==> run_1/layer_met3.png <==
(8 px per um)
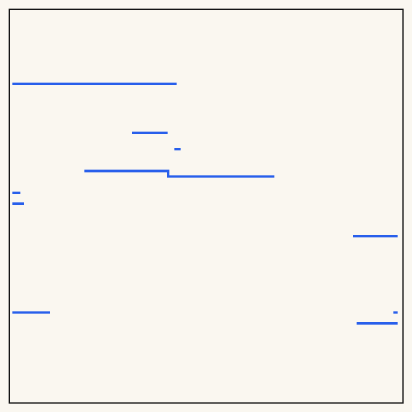
==> run_1/placement_by_type.png <==
(6 px per um)
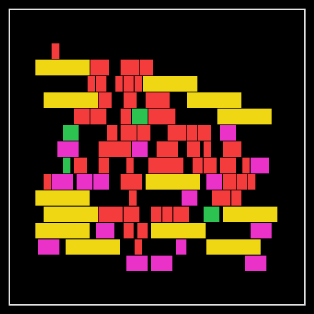
==> run_1/wires.png <==
(8 px per um) Only two layers are drawn.
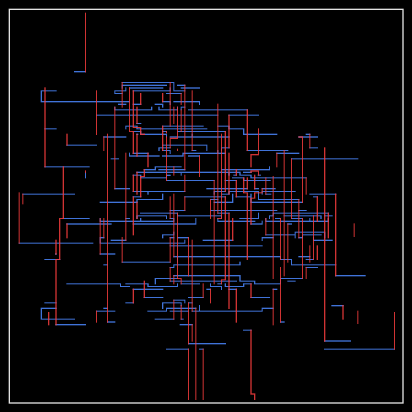
`src/rtl/sr_latch_driver_if.sv`:
```
// Command handshake bundle between a controller and sr_latch_driver.
// The master issues req/op and watches ready, done and err; the slave is the driver.
interface sr_latch_driver_if;
  logic       req;
  logic [1:0] op;
  logic       ready;
  logic       done;
  logic       err;

  modport master (output req, output op, input ready, input done, input err);
  modport slave  (input req, input op, output ready, output done, output err);
endinterface

```
`src/rtl/sr_latch_driver.sv`:
```
// sr_latch_driver: sequences S/R/C for a downstream gated SR latch.
// A command walks SETUP -> PULSE -> HOLD (-> CHECK) and ends with a one-cycle done pulse.
// Optional feature macro: SR_LATCH_DRIVER_CHECK_EN enables the CHECK readback state and err.
module sr_latch_driver #(
  parameter int SETUP_CYC = 2,
  parameter int PULSE_CYC = 4,
  parameter int HOLD_CYC  = 1
) (
  input  logic                CLK,
  input  logic                RSTn,
  sr_latch_driver_if.slave    cmd,
  output logic                C,
  output logic                S,
  output logic                R,
  input  logic                Q,
  input  logic                Qp
);

  typedef enum logic [2:0] {
    IDLE  = 3'd0,
    SETUP = 3'd1,
    PULSE = 3'd2,
    HOLD  = 3'd3,
    CHECK = 3'd4
  } state_t;

  // Counter reload values: a phase of N cycles counts N-1 down to 0.
  localparam logic [3:0] SETUP_LD = 4'(SETUP_CYC - 1);
  localparam logic [3:0] PULSE_LD = 4'(PULSE_CYC - 1);
  localparam logic [3:0] HOLD_LD  = 4'(HOLD_CYC - 1);
  localparam logic [3:0] CHECK_LD = 4'd1;

  state_t     state;
  state_t     state_nxt;
  logic [3:0] cnt;
  logic [3:0] cnt_nxt;
  logic       done_nxt;
  logic       run;
  logic       ready_int;
  logic       accept;
  logic       q_meta;
  logic       q_sync;
  logic       set_q;
  logic       rst_q;
  logic       drive;
  logic       done_q;

  assign accept = cmd.req & ready_int;

  // Two-flop synchronizer for the latch true output.
  always_ff @(posedge CLK or negedge RSTn) begin
    if (!RSTn) begin
      q_meta <= 1'b0;
      q_sync <= 1'b0;
    end else begin
      q_meta <= Q;
      q_sync <= q_meta;
    end
  end

  // Ready is withheld until the first clock edge after reset is released.
  always_ff @(posedge CLK or negedge RSTn) begin
    if (!RSTn) begin
      run <= 1'b0;
    end else begin
      run <= 1'b1;
    end
  end

  // Decode the command at acceptance; toggle resolves from the synchronized latch value.
  always_ff @(posedge CLK or negedge RSTn) begin
    if (!RSTn) begin
      set_q <= 1'b0;
      rst_q <= 1'b0;
    end else if (accept) begin
      case (cmd.op)
        2'b01:   begin set_q <= 1'b1;    rst_q <= 1'b0;   end
        2'b10:   begin set_q <= 1'b0;    rst_q <= 1'b1;   end
        2'b11:   begin set_q <= ~q_sync; rst_q <= q_sync; end
        default: begin set_q <= 1'b0;    rst_q <= 1'b0;   end
      endcase
    end
  end

  // State register and phase counter.
  always_ff @(posedge CLK or negedge RSTn) begin
    if (!RSTn) begin
      state <= IDLE;
      cnt   <= 4'd0;
    end else begin
      state <= state_nxt;
      cnt   <= cnt_nxt;
    end
  end

  // Next-state logic; the counter reloads on every state entry and stops at zero.
  always_comb begin
    state_nxt = state;
    cnt_nxt   = cnt;
    case (state)
      IDLE: begin
        if (accept) begin
          state_nxt = SETUP;
          cnt_nxt   = SETUP_LD;
        end
      end
      SETUP: begin
        if (cnt == 4'd0) begin
          state_nxt = PULSE;
          cnt_nxt   = PULSE_LD;
        end else begin
          cnt_nxt = cnt - 4'd1;
        end
      end
      PULSE: begin
        if (cnt == 4'd0) begin
          state_nxt = HOLD;
          cnt_nxt   = HOLD_LD;
        end else begin
          cnt_nxt = cnt - 4'd1;
        end
      end
      HOLD: begin
        if (cnt == 4'd0) begin
`ifdef SR_LATCH_DRIVER_CHECK_EN
          state_nxt = CHECK;
          cnt_nxt   = CHECK_LD;
`else
          state_nxt = IDLE;
          cnt_nxt   = 4'd0;
`endif
        end else begin
          cnt_nxt = cnt - 4'd1;
        end
      end
      CHECK: begin
        if (cnt == 4'd0) begin
          state_nxt = IDLE;
          cnt_nxt   = 4'd0;
        end else begin
          cnt_nxt = cnt - 4'd1;
        end
      end
      default: begin
        state_nxt = IDLE;
        cnt_nxt   = 4'd0;
      end
    endcase
    done_nxt = (state != IDLE) && (state_nxt == IDLE);
  end

  // Outputs decoded from state: C only in PULSE, S/R held through SETUP..HOLD.
  always_comb begin
    ready_int = 1'b0;
    C         = 1'b0;
    drive     = 1'b0;
    S         = 1'b0;
    R         = 1'b0;
    ready_int = run && (state == IDLE);
    C         = (state == PULSE);
    drive     = (state == SETUP) || (state == PULSE) || (state == HOLD);
    S         = drive & set_q;
    R         = drive & rst_q;
  end

  // One-cycle done pulse on the cycle the FSM re-enters IDLE.
  always_ff @(posedge CLK or negedge RSTn) begin
    if (!RSTn) begin
      done_q <= 1'b0;
    end else begin
      done_q <= done_nxt;
    end
  end

  assign cmd.ready = ready_int;
  assign cmd.done  = done_q;

`ifdef SR_LATCH_DRIVER_CHECK_EN
  logic qp_meta;
  logic qp_sync;
  logic exp_q;
  logic mismatch;
  logic err_q;

  // Two-flop synchronizer for the latch complement output.
  always_ff @(posedge CLK or negedge RSTn) begin
    if (!RSTn) begin
      qp_meta <= 1'b0;
      qp_sync <= 1'b0;
    end else begin
      qp_meta <= Qp;
      qp_sync <= qp_meta;
    end
  end

  // Capture the value the latch should hold once the command completes.
  always_ff @(posedge CLK or negedge RSTn) begin
    if (!RSTn) begin
      exp_q <= 1'b0;
    end else if (accept) begin
      case (cmd.op)
        2'b01:   exp_q <= 1'b1;
        2'b10:   exp_q <= 1'b0;
        2'b11:   exp_q <= ~q_sync;
        default: exp_q <= q_sync;
      endcase
    end
  end

  assign mismatch = (q_sync != exp_q) || (q_sync == qp_sync);

  // Error flag accompanies done when the final CHECK cycle sees a bad readback.
  always_ff @(posedge CLK or negedge RSTn) begin
    if (!RSTn) begin
      err_q <= 1'b0;
    end else begin
      err_q <= done_nxt && (state == CHECK) && mismatch;
    end
  end

  assign cmd.err = err_q;
`else
  assign cmd.err = 1'b0;
`endif

endmodule

```
`src/flat_wrapper.sv`:
```
// flat-port wrapper written by rule: the top's interface ports become plain ports
module sr_latch_driver_flat 
#(
  parameter int SETUP_CYC = 2,
  parameter int PULSE_CYC = 4,
  parameter int HOLD_CYC  = 1
)
  (CLK, RSTn, C, S, R, Q, Qp, cmd_req, cmd_op, cmd_ready, cmd_done, cmd_err);
  sr_latch_driver_if cmd_i ();
  input  logic CLK;
  input  logic RSTn;
  output logic C;
  output logic S;
  output logic R;
  input  logic Q;
  input  logic Qp;
  input wire logic [$bits(cmd_i.req)-1:0] cmd_req;
  input wire logic [$bits(cmd_i.op)-1:0] cmd_op;
  output wire logic [$bits(cmd_i.ready)-1:0] cmd_ready;
  output wire logic [$bits(cmd_i.done)-1:0] cmd_done;
  output wire logic [$bits(cmd_i.err)-1:0] cmd_err;
  assign cmd_i.req = cmd_req;
  assign cmd_i.op = cmd_op;
  assign cmd_ready = cmd_i.ready;
  assign cmd_done = cmd_i.done;
  assign cmd_err = cmd_i.err;
  sr_latch_driver #(.SETUP_CYC(SETUP_CYC), .PULSE_CYC(PULSE_CYC), .HOLD_CYC(HOLD_CYC)) u_core (.CLK(CLK), .RSTn(RSTn), .cmd(cmd_i), .C(C), .S(S), .R(R), .Q(Q), .Qp(Qp));
endmodule
```
`config.mk`:
```
export PLATFORM = sky130hd
export DESIGN_NAME = sr_latch_driver_flat
export DESIGN_NICKNAME = d
export VERILOG_FILES = /design/src/rtl/sr_latch_driver_if.sv /design/src/rtl/sr_latch_driver.sv /design/src/flat_wrapper.sv
export SDC_FILE = /design/constraint.sdc
export NUM_CORES = 1
export LEC_CHECK = 0
export CORE_MARGIN = 4
export CORE_UTILIZATION = 42
export DETAILED_ROUTE_END_ITERATION = 6
export PLACE_DENSITY_LB_ADDON = 0.12
export SYNTH_ARGS = -nofsm -noshare
export SYNTH_HDL_FRONTEND = slang
export SYNTH_SLANG_ARGS = --single-unit
```
`constraint.sdc`:
```
create_clock -name CLK -period 2.03 [get_ports CLK]
set_input_delay 0.406 -clock CLK [delete_from_list [all_inputs] [get_ports CLK]]
set_output_delay 0.406 -clock CLK [all_outputs]
set_load 0.03 [all_outputs]
```
==> results.py, run 1 <==
# Metrics from the implementation run
metrics = {
    "worst_setup_path": {
        "r2r_end": "u_core.rst_q",
        "cp_data_arrival_time_ps": 1500,
        "cp-start-kind": "flop",
        "crit_path_end": "C",
        "endpoint_kind": "output pin",
        "crit_path_start": "u_core.state[2]",
        "r2r_setup_slack_ps": 540,
        "worstPathMaxFanout": 8,
        "cp.required_ps": 1620,
        "crit_type": "flop to output pin",
        "rr_worst_depth": 4,
        "timing.rr.start": "u_core.state[1]",
    },
    "power_and_ir_drop": {
        "p_int_w": 0.000691,
        "p_sw_share_pct": 41.5,
        "seqPwrFrac_pct": 34.9,
        "powerDensity_nw_per_um2": 1390,
        "netSwitchingPower_w": 0.000491,
        "p_clk_share_pct": 13.3,
        "power_frac_comb_pct": 51.8,
        "totalPowerFinal_w": 0.00118,
        "ir_drop_mv": 0.750,
        "p_leak_nw": 0.377,
    },
    "synth": {
        "yosysTopAreaCellShare_pct": 46.0,
        "synthCells": 70,
        "ys_sh_xor_pct": 0,
        "ys_seq_elements": 13,
        "common_cells": "dfrtp_1 (13), nand3_1 (6), o21ai_0 (5)",
        "ys_top_logic_family": "simple AND/OR/NAND/NOR gates",
        "syn_area_per_cell_um2": 10.1,
        "edf_count": 0,
        "fa_ha_area_share_pct": 0,
        "synth-simple-area-share_pct": 28.5,
        "top_cell": "dfrtp_1",
        "synthTopCellsByArea": "dfrtp_1 (46%), nand3_1 (4.2%), nor3b_1 (4.2%), o21ai_0 (3.5%), buf_6 (3.2%)",
        "yosysCellCount": 70,
        "ys_seq_share_pct": 46.0,
        "flop_cell": "dfrtp_1",
        "synthesis.nets": 77,
        "synth_top_cell_by_area": "dfrtp_1",
        "yosys.area_share.aoi_pct": 15.6,
        "async_flop_share_pct": 100,
        "yosysChipArea_um2": 707,
        "ys_types": 33,
        "mux_area_share_pct": 1.59,
        "yosysWarnings": 0,
        "syn-cell-area_um2": 707,
    },
    "cts": {
        "cts_max_path_buffers": 2,
        "cts-htree-levels": 1,
        "post-cts-setup-buffer-count": 0,
        "cts_tree": "yes",
        "path_clk_slew_ps": 80,
        "clkSinkCount": 13,
        "ctsResizeCount": 4,
        "hold_buffers": 0,
        "clkLatencyLatePin_ps": 280,
        "cts_root_buf": "clkbuf_4",
        "cts_made_buffers": 3,
    },
    "finish": {
        "final_cells": 100,
        "fin_area_um2": 847,
        "largest_reg_flops": 4,
        "final_core_util_pct": 55.0,
        "top_register": "u_core.cnt",
        "drive_above_1_share_pct": 19.0,
        "reg.largest.list": "u_core.cnt x4, u_core.state x3",
        "n_antenna_cell": 0,
        "fill_cells": 153,
        "nets": 92,
        "comb_area_um2": 330,
        "lay_top_cells": "dfrtp_1 (13), nand3_1 (6), clkdlybuf4s50_1 (6), buf_4 (6), o21ai_0 (5)",
        "lay_top_count": "dfrtp_1",
        "syn_to_final_growth_pct": 19.8,
        "regArea_um2": 325,
    },
    "worst_hold_path": {
        "min_path_type": "flop to flop",
        "hold_start": "u_core.q_meta",
        "hold_path_depth": 0,
        "holdPathEnd": "u_core.q_sync",
    },
    "die": {
        "rows": 14,
        "core_um2": 1540,
        "fp_util_pct": 45.9,
        "ios": 13,
        "die_w_um": 49.0,
        "die_y_um": 49.0,
        "chipArea_um2": 2400,
    },
    "detailed_routing": {
        "drt-initial-drc-count": 18,
        "antenna_left": 0,
        "top_layer": "met4",
        "wl_met3_um": 65,
        "firstDrtPassIters": 4,
        "via_per_inst": 5.59,
        "wl_met2_um": 570,
        "drc": 0,
        "drt-wirelength-per-cell_um": 13.0,
        "wl_met1_um": 656,
    },
    "placed_design": {
        "pre_cts_slack_ps": 117,
        "routabilityCongestion": 0.790,
        "post-place-cells": 96,
        "placed_area_um2": 828,
        "dp_hpwl_um": 949,
        "portBuffers": 10,
    },
    "grt": {
        "grt_max_degree": 14,
        "grt_pass1_vias": 511,
        "use_met2_pct": 16.7,
        "gr-total-overflow": 0,
        "grtUsageTotal_pct": 12.3,
        "grt_pass1_wl_mm": 2.32,
        "antenna_found_initial": 0,
        "use_met1_pct": 17.0,
        "busiest_layer": "met1",
    },
    "final_timing": {
        "relSlewSlack_pct": 59.7,
        "rsz0062_at_grt": "false",
        "drv_slew": 0,
        "finalSetupViolCount": 0,
        "hold_viol": 0,
        "fmax_mhz": 523,
        "holdWs_ps": 353,
        "tns_ps": 0,
        "worst_slew_pin_slew_ps": 602,
        "fin_crit_sh_pct": 94.1,
        "fin_ws_ps": 120,
        "fin_skew_ps": 5.11,
        "finalWorstPathRequiredPeriod_ps": 1910,
    },
    "run_status": {
        "outcome": "complete, no violations",
    },
    "run": {
        "warning_count": 27,
        "drv_cap": 0,
    },
}
## Picture notes: layer_met3.png
The longest straight run is 20.2 um. The wires run mostly horizontal. The layer carries 65.3 um of wire. 9 nets have wire on it. The layer holds 5.0% of the routed length.
M3 GR Usage: 5.50%
total wire length: 1.30 mm
Vias: 559

## Picture notes: placement_by_type.png
Green shows clock drivers and dummy loads, cells 4, share of their area 3.2%. Magenta shows remaining buffers and delay cells, cells 16, share of their area 17%. Yellow shows sequential cells, cells 13, share of their area 39%. Red shows combinational and other logic, cells 51, share of their area 41%.

## Picture notes: wires.png
Red shows metal 2, wire length 570 um. Blue shows metal 1, wire length 657 um.

[run 1: power groups by stage]
stage	Combinational (W)	Sequential (W)	Clock, W
floorplan	0.000496	0.000380	0
global placement	0.000642	0.000417	0
detailed placement	0.000640	0.000416	0
CTS	0.000616	0.000412	0.000169
global route	0.000675	0.000429	0.000181
finish	0.000612	0.000412	0.000158
[run 1: final cells by class]
| class | count | area share (%) |
|---|---|---|
| inverters | 2 | 0.886 |
| multi-input cells | 49 | 39.0 |
| clock buffers | 4 | 3.10 |
| repair buffers | 16 | 16.2 |
| flip-flops and latches | 13 | 38.4 |
| well taps | 16 | 2.36 |
[run 1: critical path, stage by stage, from the launching register on]
cell	delay, ps
dfrtp_1	480
nand2b_1	250
nor2_1	100
dlygate4sd2_1	400
==> run 2: changes to the inputs <==
Settings changed: ABC_CLOCK_PERIOD_IN_PS set to 2029, GPL_TIMING_DRIVEN set to 0.
==> run_2/layer_met3.png <==
(8 px per um)
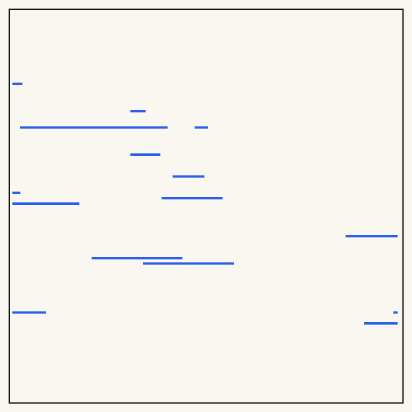
13 nets have wire on it. The layer carries 81.7 um of wire. The wires run mostly horizontal. The longest straight run is 18.2 um.
M3 GR Usage: 2.14%
Vias: 580

==> run_2/wires.png <==
(8 px per um) Only two layers are drawn.
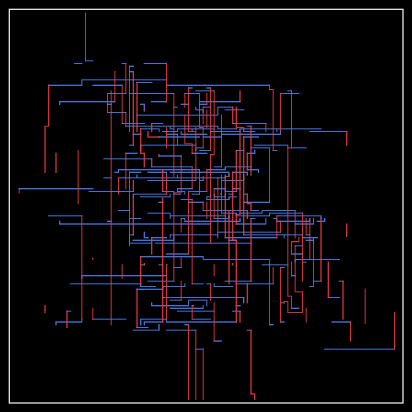
Red shows metal 2, wire length 624 um. Blue shows metal 1, wire length 634 um.
drt wl/cell: 13.5 um
Total GRT Usage: 12.2%

==> run_2/placement.png <==
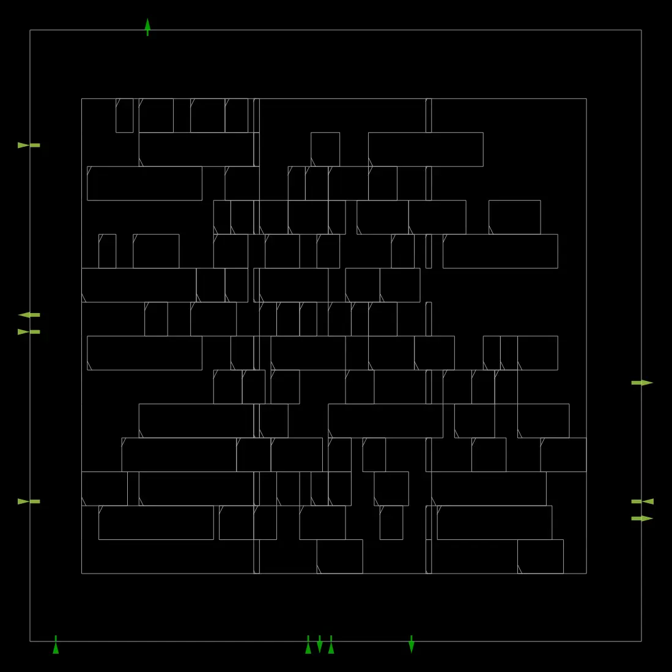
Seq area share: 38.7%
num rows: 14
Core Box Area: 1540 um^2
Seq cells: 13
num tapcells: 16

==> results.py, run 2 <==
# Metrics from the implementation run
metrics = {
    "die": {
        "die_y_um": 49.0,
        "chipArea_um2": 2400,
        "die_w_um": 49.0,
        "fp_util_pct": 45.9,
    },
    "finish": {
        "syn_to_final_growth_pct": 18.9,
        "num-multi-input-gates": 49,
        "buffer_area_share_pct": 15.2,
        "reg.largest.list": "u_core.cnt x4, u_core.state x3",
        "clk_share_pct": 3.27,
        "biggestCellCategory": "logic gates",
        "final_cells": 100,
        "comb_area_um2": 333,
        "regArea_um2": 325,
        "n_antenna_cell": 0,
        "buffers": 16,
        "fill_cells": 158,
        "final_core_util_pct": 54.5,
        "lay_top_count": "dfrtp_1",
        "nets": 92,
        "comb_area_share_pct": 39.6,
    },
    "detailed_routing": {
        "via_per_inst": 5.80,
        "drc": 0,
        "drt-initial-drc-count": 17,
        "antenna_left": 0,
        "drt-total-wl_mm": 1.35,
    },
    "final_timing": {
        "rsz0062_at_grt": "false",
        "tns_ps": 0,
        "fmax_mhz": 542,
        "holdWs_ps": 358,
        "worst_slew_pin_slew_ps": 558,
        "hold_viol": 0,
        "finalWorstPathRequiredPeriod_ps": 1850,
        "finalSetupViolCount": 0,
        "relSlewSlack_pct": 62.7,
        "drv_slew": 0,
        "fin_ws_ps": 183,
    },
    "cts": {
        "cts_tree": "yes",
        "ctsResizeCount": 6,
        "hold_buffers": 0,
        "cts_max_path_buffers": 2,
        "post-cts-setup-buffer-count": 0,
        "clkSinkCount": 13,
        "cts_root_buf": "clkbuf_4",
        "path_clk_slew_ps": 80,
        "cts-htree-levels": 1,
        "cts_made_buffers": 3,
    },
    "power_and_ir_drop": {
        "p_int_w": 0.000676,
        "p_leak_nw": 0.374,
        "power_clock_w": 0.000160,
        "powerDensity_nw_per_um2": 1410,
        "comb_power_w": 0.000654,
        "totalPowerFinal_w": 0.00119,
        "p_clk_share_pct": 13.5,
        "netSwitchingPower_w": 0.000512,
        "power-top-group": "combinational logic",
        "pg_seq_w": 0.000373,
        "power_frac_comb_pct": 55.1,
        "seqPwrFrac_pct": 31.4,
    },
    "placed_design": {
        "pre_cts_slack_ps": 19.0,
        "post-place-cells": 96,
        "portBuffers": 10,
        "placed_area_um2": 827,
        "routabilityCongestion": 0.812,
        "dp_hpwl_um": 981,
    },
    "worst_setup_path": {
        "crit_path_end": "C",
        "r2r_end": "u_core.cnt[3]",
        "cpMaxStageDelayCell": "dfrtp_1",
        "crit_type": "flop to output pin",
        "cp.depth": 3,
        "worstPathMaxFanout": 6,
        "endpoint_kind": "output pin",
        "cp_data_arrival_time_ps": 1440,
        "cp.required_ps": 1620,
        "cp_top_family": "flip-flops",
        "rr_worst_depth": 4,
        "cp-start-kind": "flop",
    },
    "grt": {
        "antenna_found_initial": 0,
        "grt_pass1_vias": 540,
        "gr-total-overflow": 0,
    },
    "synth": {
        "syn_area_per_cell_um2": 10.1,
        "ys_seq_elements": 13,
        "yosysChipArea_um2": 707,
        "common_cells": "dfrtp_1 (13), nand3_1 (6), o21ai_0 (5)",
        "async_flop_share_pct": 100,
        "ys_sh_xor_pct": 0,
        "ys_top_logic_family": "simple AND/OR/NAND/NOR gates",
        "syn-cell-area_um2": 707,
        "ys_types": 33,
        "synthCells": 70,
        "yosys.area_share.aoi_pct": 15.6,
        "ys_seq_share_pct": 46.0,
        "fa_ha_area_share_pct": 0,
        "synthTopCellsByArea": "dfrtp_1 (46%), nand3_1 (4.2%), nor3b_1 (4.2%), o21ai_0 (3.5%), buf_6 (3.2%)",
        "mux_area_share_pct": 1.59,
        "top_cell": "dfrtp_1",
        "synthesis.nets": 77,
        "yosysTopAreaCellShare_pct": 46.0,
        "synth-simple-area-share_pct": 28.5,
        "yosysCellCount": 70,
        "edf_count": 0,
    },
    "worst_hold_path": {
        "hold_path_depth": 0,
        "min_path_type": "flop to flop",
        "hold_start": "u_core.q_meta",
    },
    "run": {
        "drv_cap": 0,
        "warning_count": 27,
    },
    "run_status": {
        "outcome": "complete, no violations",
    },
}
-- run 2: cell types whose count changed in the layout (fill, tap and decap cells not counted), sizes merged --
cell and delta:
buf -1, clkbuf +2, clkinv +1, clkdlybuf4s15 -1, dlygate4sd2 -1
-- run 2: logic make-up (layout without fill, tap and decap cells) --
family | count (synthesis) | in the layout
flops | 13 | 13
buf+inv | 8 | 22
mux | 1 | 1
other cells | 2 | 2
compound gates | 14 | 14
simple gates | 32 | 32
-- run 2: layer usage --
| metal | routed length (um) | up-vias | GRT usage [%] |
|---|---|---|---|
| met1 | 634 | 275 | 17.8 |
| met5 | 0 | - | 0 |
| li1 | - | 282 | - |
| met4 | 10 | 0 | 5.38 |
| met3 | 81 | 4 | 2.14 |
| met2 | 624 | 19 | 17.2 |
==> run 3: changes to the inputs <==
Settings changed: CAP_MARGIN set to 20, CTS_BUF_LIST set to sky130_fd_sc_hd__clkbuf_2, RECOVER_POWER set to 50.
==> run_3/placement_by_type.png <==
(6 px per um)
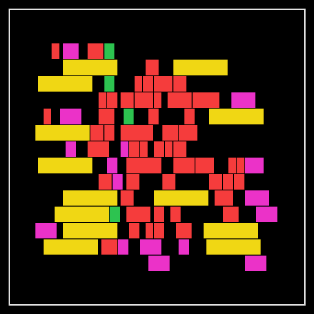
Magenta shows remaining buffers and delay cells, cells 16, share of their area 16%. Green shows clock drivers and dummy loads, cells 4, share of their area 2.5%. Yellow shows sequential cells, cells 13, share of their area 40%. Red shows combinational and other logic, cells 51, share of their area 42%.
Seq area share: 39.0%
Finished Core Util: 54.1%
Final Cell Area: 833 um^2

==> run_3/wires.png <==
(8 px per um) Only two layers are drawn.
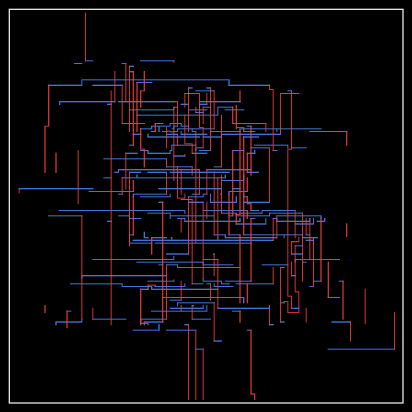
Blue shows metal 1, wire length 637 um. Red shows metal 2, wire length 591 um.

==> run_3/placement.png <==
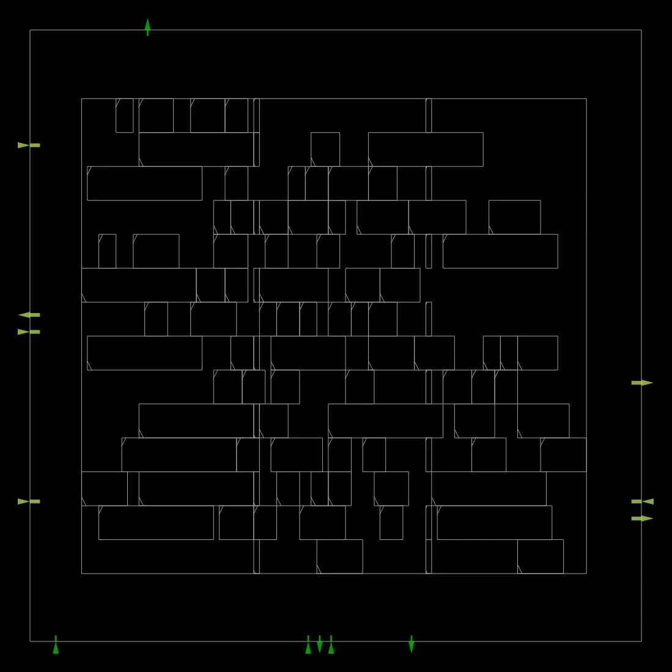
final std cells w/o fill: 100
final-layout fill cell count: 160

==> results.py, run 3 <==
# Metrics from the implementation run
metrics = {
    "final_timing": {
        "fin_crit_sh_pct": 91.9,
        "hold_viol": 0,
        "tns_ps": 0,
        "fin_skew_ps": 1.41,
        "relSlewSlack_pct": 62.5,
        "worst_slew_pin_slew_ps": 560,
    },
    "worst_hold_path": {
        "hold_start": "u_core.q_meta",
        "holdPathEnd": "u_core.q_sync",
        "min_path_type": "flop to flop",
        "hold_path_depth": 0,
    },
    "finish": {
        "lay_top_cells": "dfrtp_1 (13), nand3_1 (6), clkbuf_2 (6)",
        "biggestCellCategory": "logic gates",
        "num-multi-input-gates": 49,
        "clk_share_pct": 2.40,
        "ff_count": 13,
        "syn_to_final_growth_pct": 17.9,
        "comb_area_um2": 333,
        "reg.largest.list": "u_core.cnt x4, u_core.state x3",
        "largest_reg_flops": 4,
        "lay_top_count": "dfrtp_1",
        "drive_above_1_share_pct": 22.6,
        "comb_area_share_pct": 39.9,
        "nets": 92,
        "n_antenna_cell": 0,
        "regArea_um2": 325,
    },
    "placed_design": {
        "portBuffers": 10,
        "post-place-cells": 96,
        "dp_hpwl_um": 981,
        "placed_area_um2": 827,
        "routabilityCongestion": 0.812,
    },
    "grt": {
        "grt_pass1_vias": 534,
        "grt_max_degree": 14,
        "grt_pass1_wl_mm": 2.40,
        "grtUsageTotal_pct": 12.5,
        "use_met1_pct": 18.4,
        "gr-usage-met3_pct": 2.14,
        "use_met2_pct": 17.2,
    },
    "cts": {
        "clkSinkCount": 13,
        "cts-htree-levels": 1,
        "ctsResizeCount": 7,
        "cts_made_buffers": 3,
        "clkLatencyLatePin_ps": 280,
        "path_clk_slew_ps": 130,
        "cts_tree": "yes",
        "post-cts-setup-buffer-count": 0,
        "cts_max_path_buffers": 2,
        "cts_root_buf": "clkbuf_2",
    },
    "die": {
        "die_w_um": 49.0,
        "rows": 14,
        "chipArea_um2": 2400,
        "die_y_um": 49.0,
        "fp_util_pct": 45.9,
        "ios": 13,
    },
    "detailed_routing": {
        "top_layer": "met4",
        "drt-initial-drc-count": 21,
        "wl_met1_um": 636,
        "antenna_left": 0,
        "firstDrtPassIters": 4,
        "drt-wirelength-per-cell_um": 13.1,
        "wl_met3_um": 51,
        "via_per_inst": 5.68,
        "wl_met2_um": 591,
    },
    "synth": {
        "ys_types": 33,
        "flop_cell": "dfrtp_1",
        "common_cells": "dfrtp_1 (13), nand3_1 (6), o21ai_0 (5)",
        "ys_seq_elements": 13,
        "async_flop_share_pct": 100,
        "ys_seq_share_pct": 46.0,
        "syn_area_per_cell_um2": 10.1,
        "synth_top_cell_by_area": "dfrtp_1",
        "yosysWarnings": 0,
        "edf_count": 0,
        "top_cell": "dfrtp_1",
        "yosysChipArea_um2": 707,
        "synthCells": 70,
        "synthesis.nets": 77,
    },
    "power_and_ir_drop": {
        "totalPowerFinal_w": 0.00116,
        "p_leak_nw": 0.373,
        "ir_drop_mv": 0.618,
        "powerDensity_nw_per_um2": 1390,
    },
    "run_status": {
        "outcome": "complete, no violations",
    },
    "worst_setup_path": {
        "cp.depth": 3,
        "rr_worst_depth": 5,
        "max_stage_delay_ps": 450,
        "cp-start-kind": "flop",
        "crit_path_end": "C",
        "crit_path_start": "u_core.state[2]",
        "path_buffers": 1,
        "worstPathMaxFanout": 6,
    },
    "run": {
        "drv_cap": 0,
        "warning_count": 27,
    },
}
==> run 3: cell counts after synthesis <==
No cell type changed its count.
==> run 3: per-stage QoR <==
stage          setup WS, ps  hold WS [ps]
6_report                165           369
5_1_grt                48.7           386
4_1_cts                1.84           374
3_5_place_dp           19.0           343
3_3_place_gp           20.7           333
2_1_floorplan           239           110
==> run 3: cell families after synthesis <==
logic type / Yosys count / share of synthesized area (%)
buf+inv: 8 / 7.26
other cells: 2 / 1.06
flops: 13 / 46.0
mux: 1 / 1.59
simple gates: 32 / 28.5
compound gates: 14 / 15.6
==> run 3: where the power goes <==
| group | switching, W | total (W) | internal, W |
|---|---|---|---|
| registers | 0.0000452 | 0.000373 | 0.000328 |
| clock network | 0.0000891 | 0.000134 | 0.0000445 |
| logic | 0.000376 | 0.000649 | 0.000274 |
Power and IR drop assume default switching activity.
